==> config.mk <==
export PLATFORM = sky130hd
export DESIGN_NAME = sync_fifo_flex_flat
export DESIGN_NICKNAME = d
export VERILOG_FILES = /design/src/rtl/sync_fifo_flex_if.sv /design/src/rtl/sync_fifo_flex.sv /design/src/flat_wrapper.sv
export SDC_FILE = /design/constraint.sdc
export NUM_CORES = 1
export LEC_CHECK = 0
export CORE_ASPECT_RATIO = 0.75
export CORE_MARGIN = 2
export CORE_UTILIZATION = 60
export CTS_CLUSTER_SIZE = 14
export DETAILED_ROUTE_END_ITERATION = 10
export PLACE_DENSITY = 0.89
export SYNTH_ARGS = -nofsm -noshare
export SYNTH_HDL_FRONTEND = slang
export SYNTH_SLANG_ARGS = --single-unit
==> constraint.sdc <==
create_clock -name clk -period 7 [get_ports clk]
set_input_delay 1.4 -clock clk [delete_from_list [all_inputs] [get_ports clk]]
set_output_delay 1.4 -clock clk [all_outputs]
set_load 0.03 [all_outputs]
Run 1, M3 wires:
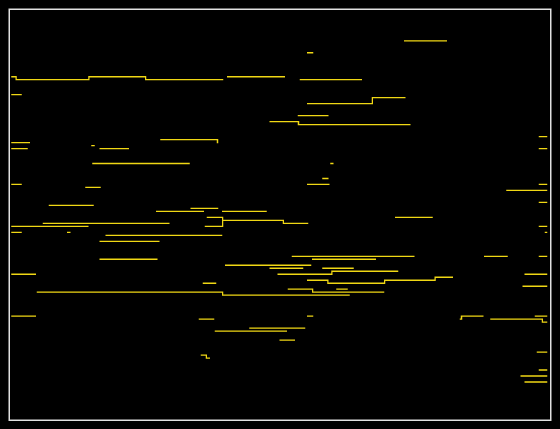
longest straight run = 42.1 um
nets with wire on the layer = 49
wire length on this layer = 743 um
main direction = horizontal
share of all routed wire = 6.1%
Total Routed Length: 12100 um
DR vias: 3360

Run 1, selected gate families:
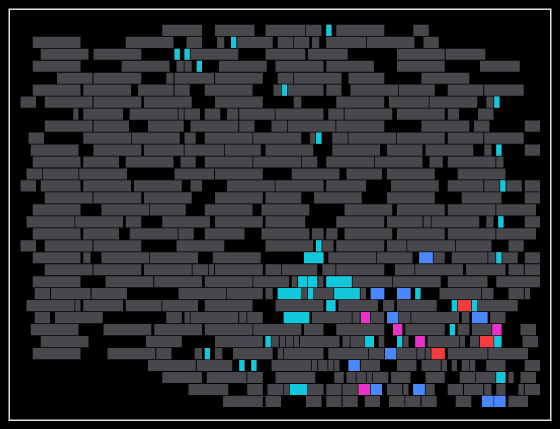
magenta -> AND and OR gates  # cells 5, where lower right
red -> XOR/XNOR gates  # cells 3, most used xnor2_1
blue -> AND-OR and OR-AND gates  # cells 11, most used a21o_1, where lower right
cyan -> NOR gates  # cells 35, most used nor2_1
highest-count logic cell in the final layout: sky130_fd_sc_hd__edfxtp_1
non-filler instance count after layout: 565
logic share of the area: 0.2222

Run 1, routing congestion map:
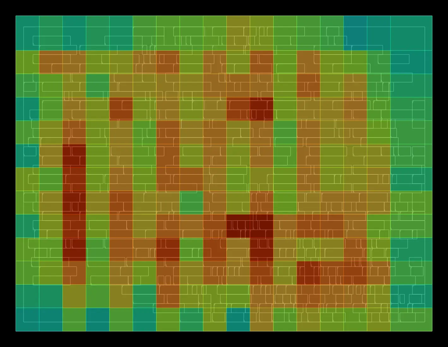
met3 routing resource usage after global routing: 0.07317
routed wire length per instance: 21.41 um
post-layout utilization of the core: 0.7453

==> CHANGELOG.md, run 1 <==
### Physical design

- Routability Congestion: 0.7900
- Synth Seq Share: 0.7207
- Dominant combinational family: multiplexers
- Tool warning count: 26
- Result of the run: finished clean
- Clock Pin Slew Worst Setup and Hold Paths: 0.06 ns
- Hold_buf cts: 0
- Count of flip-flops with a built-in enable after synthesis: 128
- Highest achievable clock rate: 205.6 MHz
- Initial cell density of the core: 0.6161
- Synthesized area divided by synthesized cell count: 18.11 um2
- Floorplan Core Area: 10290 um2
- Setup Buffers After CTS: 0
- P_int: 1.953 mW
- Iteration-0 DRC Markers: 263
- Class of the most critical hold timing path: reg2reg
- Site row count: 32
- Number of top-level pins: 57
- Highest net fanout along the worst path: 2
- Global route overflow: 0
- Setup skew after layout: 0.006870 ns
- Pin count of the biggest net entering global routing: 37
- Area leader, netlist: sky130_fd_sc_hd__edfxtp_1
- Chain of cells forming the critical path: clkdlybuf4s50_1 -> inv_1 -> ha_1 -> nor2b_1 -> o21a_1 -> o21a_1 -> o21ai_0 -> clkdlybuf4s50_1
- CTS tree: built
- Slack of the worst reg-to-reg path: 4.00 ns
- Final number of hold-violating endpoints: 0
- Remaining number of nets flagged by the antenna check after routing: 0
- Global-route total usage across every layer: 0.2386
- Power per cell area: 361.8 nW/um2
- Critical path's largest stage delay: 0.70 ns
- Least setup slack across all paths after layout: 2.137 ns
- Via count of the first global-routing pass: 3477
- Synth Net Count: 395
- # DRC: 0
- Worst-Margin Slew: 1.248 ns
- Cell total in the yosys stat output: 350
- Number of H-tree levels: 4
- Total Power Consumption: 2.775 mW
- Multiplexer share of the synthesized area: 0.1389
- Clk sinks: 157
- Critical setup path kind: in2out
-- run 1: worst max-delay path: cells and delay by family --
kind	cells	cell delay [ns]
and+or+nand+nor	1	0.13
buffers and inverters	3	1.19
AOI/OAI and AO/OA	3	0.46
adders and majority gates	1	0.27
-- run 1: metrics by stage --
| step | area [um2] | std cells | hold slack [ns] |
|---|---|---|---|
| after global routing | 7669 | 565 | 0.5691 |
| after global placement | 7084 | 532 | 0.5044 |
| after detailed placement | 7084 | 532 | 0.5169 |
| final | 7669 | 565 | 0.5394 |
| after floorplan | 6340 | 350 | 0.5660 |
| after CTS | 7641 | 564 | 0.5426 |
-- run 1: cell usage after synthesis (all sizes together), types with 2 or more instances --
master  number
a211oi       3
a21o         4
a21oi       22
a22o         3
and2         2
buf         10
clkbuf       4
dfrtp       29
edfxtp     128
ha          14
inv         13
mux2i       16
mux4        32
nand2       10
nand2b       4
nor2        27
nor3         4
nor4         2
o21a         3
o21ai        3
or3          2
xnor2        3
-- run 1: cell type report --
class / count / area share
Sequential cell: 157 / 0.5960
Multi-Input combinational cell: 166 / 0.2222
Timing Repair Buffer: 61 / 0.08060
Clock buffer: 18 / 0.05596
Tap cell: 136 / 0.02219
Clock inverter: 14 / 0.01664
Inverter: 13 / 0.006363
-- run 1: layer usage --
metal  global-route usage  routed length, um  vias to the layer above
li1                     -                  -                     1516
met5                    0                  0                        -
met1               0.3025               4820                     1714
met4              0.08429                161                        0
met2               0.3941               6371                      111
met3              0.07317                743                       19
-- run 1: power by group through the flow --
stage	Clock (mW)	Combinational, mW	Sequential [mW]
detailed placement	0	0.762	1.17
global placement	0	0.735	1.16
finish	0.863	0.763	1.15
CTS	0.874	0.771	1.15
floorplan	0	0.408	1.26
global route	0.917	0.826	1.16
==> run 1 -> run 2 <==
--- a/config.mk
+++ b/config.mk
@@ -7,10 +7,10 @@
 export LEC_CHECK = 0
 export CORE_ASPECT_RATIO = 0.75
 export CORE_MARGIN = 2
-export CORE_UTILIZATION = 60
+export CORE_UTILIZATION = 57
 export CTS_CLUSTER_SIZE = 14
 export DETAILED_ROUTE_END_ITERATION = 10
-export PLACE_DENSITY = 0.89
+export PLACE_DENSITY = 0.85
 export SYNTH_ARGS = -nofsm -noshare
 export SYNTH_HDL_FRONTEND = slang
 export SYNTH_SLANG_ARGS = --single-unit
==> constraint.sdc (replaced) <==
create_clock -name clk -period 5 [get_ports clk]
set_input_delay 1 -clock clk [delete_from_list [all_inputs] [get_ports clk]]
set_output_delay 1 -clock clk [all_outputs]
set_load 0.03 [all_outputs]
Run 2, M2 wires:
Scale bar: 50 um.
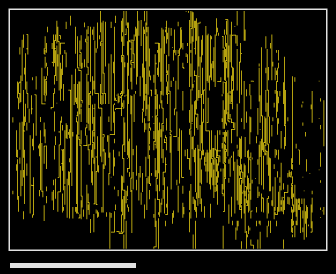
share of all routed wire = 51%
wire length on this layer = 6130 um
longest straight run = 44.2 um
Total Routed Length: 12030 um
met2 layer usage reported by global route: 0.3572
DR vias: 3385

Run 2, sequential cells grouped by signal name:
Scale bar: 50 um.
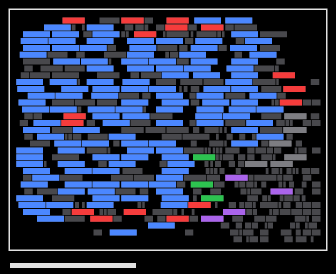
red -> u_core.bus.out_fifo  # placed flops 16, where widely spread
blue -> u_core.ram  # placed flops 128, where widely spread
purple -> u_core.bus.o_count  # placed flops 4
green -> u_core.wr_ptr  # placed flops 3
not coloured = 6
sequential power: 1.61 mW
sequential cell area share: 0.5888
post-layout utilization of the core: 0.7121
area occupied by registers: 4571 um2

==> CHANGELOG.md, run 2 <==
### Physical design

- Result of the run: finished clean
- Initial cell density of the core: 0.5816
- Synth Seq Share: 0.7207
- Setup skew after layout: 0.01063 ns
- Global route overflow: 0
- Number of top-level pins: 57
- Pin count of the biggest net entering global routing: 37
- Most common cell in the synthesized netlist: sky130_fd_sc_hd__edfxtp_1
- Remaining number of nets flagged by the antenna check after routing: 0
- Floorplan Core Area: 10900 um2
- Largest delay share family, worst path: buffers and inverters
- Global-route total usage across every layer: 0.2128
- Final number of hold-violating endpoints: 0
- DP Cell Count: 541
- Critical path's largest stage delay: 0.69 ns
- Chain of cells forming the critical path: clkdlybuf4s50_1 -> inv_1 -> ha_1 -> nor2b_1 -> o21a_1 -> o21a_1 -> o21ai_0 -> clkdlybuf4s50_1
- Number of H-tree levels: 4
- Routed wire length per instance: 21.00 um
- Slack of the worst reg-to-reg path: 2.02 ns
- Clock Pin Slew Worst Setup and Hold Paths: 0.06 ns
- CTS tree: built
- Highest achievable clock rate: 247.2 MHz
- Iteration-0 DRC Markers: 198
- Depth of the critical timing path with buffers and inverters included: 8
- Synth Net Count: 395
- Hold_buf cts: 0
- Highest-count logic cell in the final layout: sky130_fd_sc_hd__edfxtp_1
run 2: cell counts after synthesis:
Identical to the previous run, type by type.
run 2: power breakdown:
part           internal (mW)  leakage [nW]  switching, mW
registers               1.53          1.50         0.0800
clock network          0.899         0.309          0.488
logic                  0.485         0.852          0.568
run 2: kinds of logic after synthesis:
| kind of cell | synth area share |
|---|---|
| compound gates | 0.04461 |
| buf+inv | 0.01894 |
| mux | 0.1389 |
| flops | 0.7207 |
| fa+ha+maj | 0.03079 |
| simple gates | 0.04184 |
| xor+xnor | 0.004145 |
run 2: area by class of cell:
class	instances	area (um2)	share of cell area
multi-input combinational	166	1697	0.2186
sequential	157	4571	0.5888
inverter	13	48.80	0.006286
timing repair buffer	65	628.1	0.08092
clock buffer	21	450.4	0.05803
clock inverter	11	192.7	0.02482
tap	140	175.2	0.02257
run 2: routing by layer:
metal / routed length (um) / track usage
met5: 0 / 0
met4: 117 / 0.07692
met3: 671 / 0.06341
met2: 6129 / 0.3572
met1: 5114 / 0.2699
run 2: per-stage QoR:
stage          setup slack [ns]  total power, mW  hold slack (ns)    util  cell area (um2)
2_1_floorplan             1.565            2.343           0.5660       -             6340
3_3_place_gp             0.9854            2.648           0.5050  0.6531             7119
3_5_place_dp             0.9376            2.687           0.5229  0.6531             7119
4_1_cts                  0.9347            4.084           0.5360  0.7121             7762
5_1_grt                  0.8746            4.205           0.5557  0.7121             7762
6_report                 0.9554            4.045           0.5288  0.7121             7762
run 2: tightest hold or removal path: stages (launching register included):
cell and delay, ns:
sky130_fd_sc_hd__dfrtp_1 0.35, sky130_fd_sc_hd__inv_1 0.04, sky130_fd_sc_hd__o32ai_1 0.09
No activity file was given, so power comes from the tool's default toggle rates.
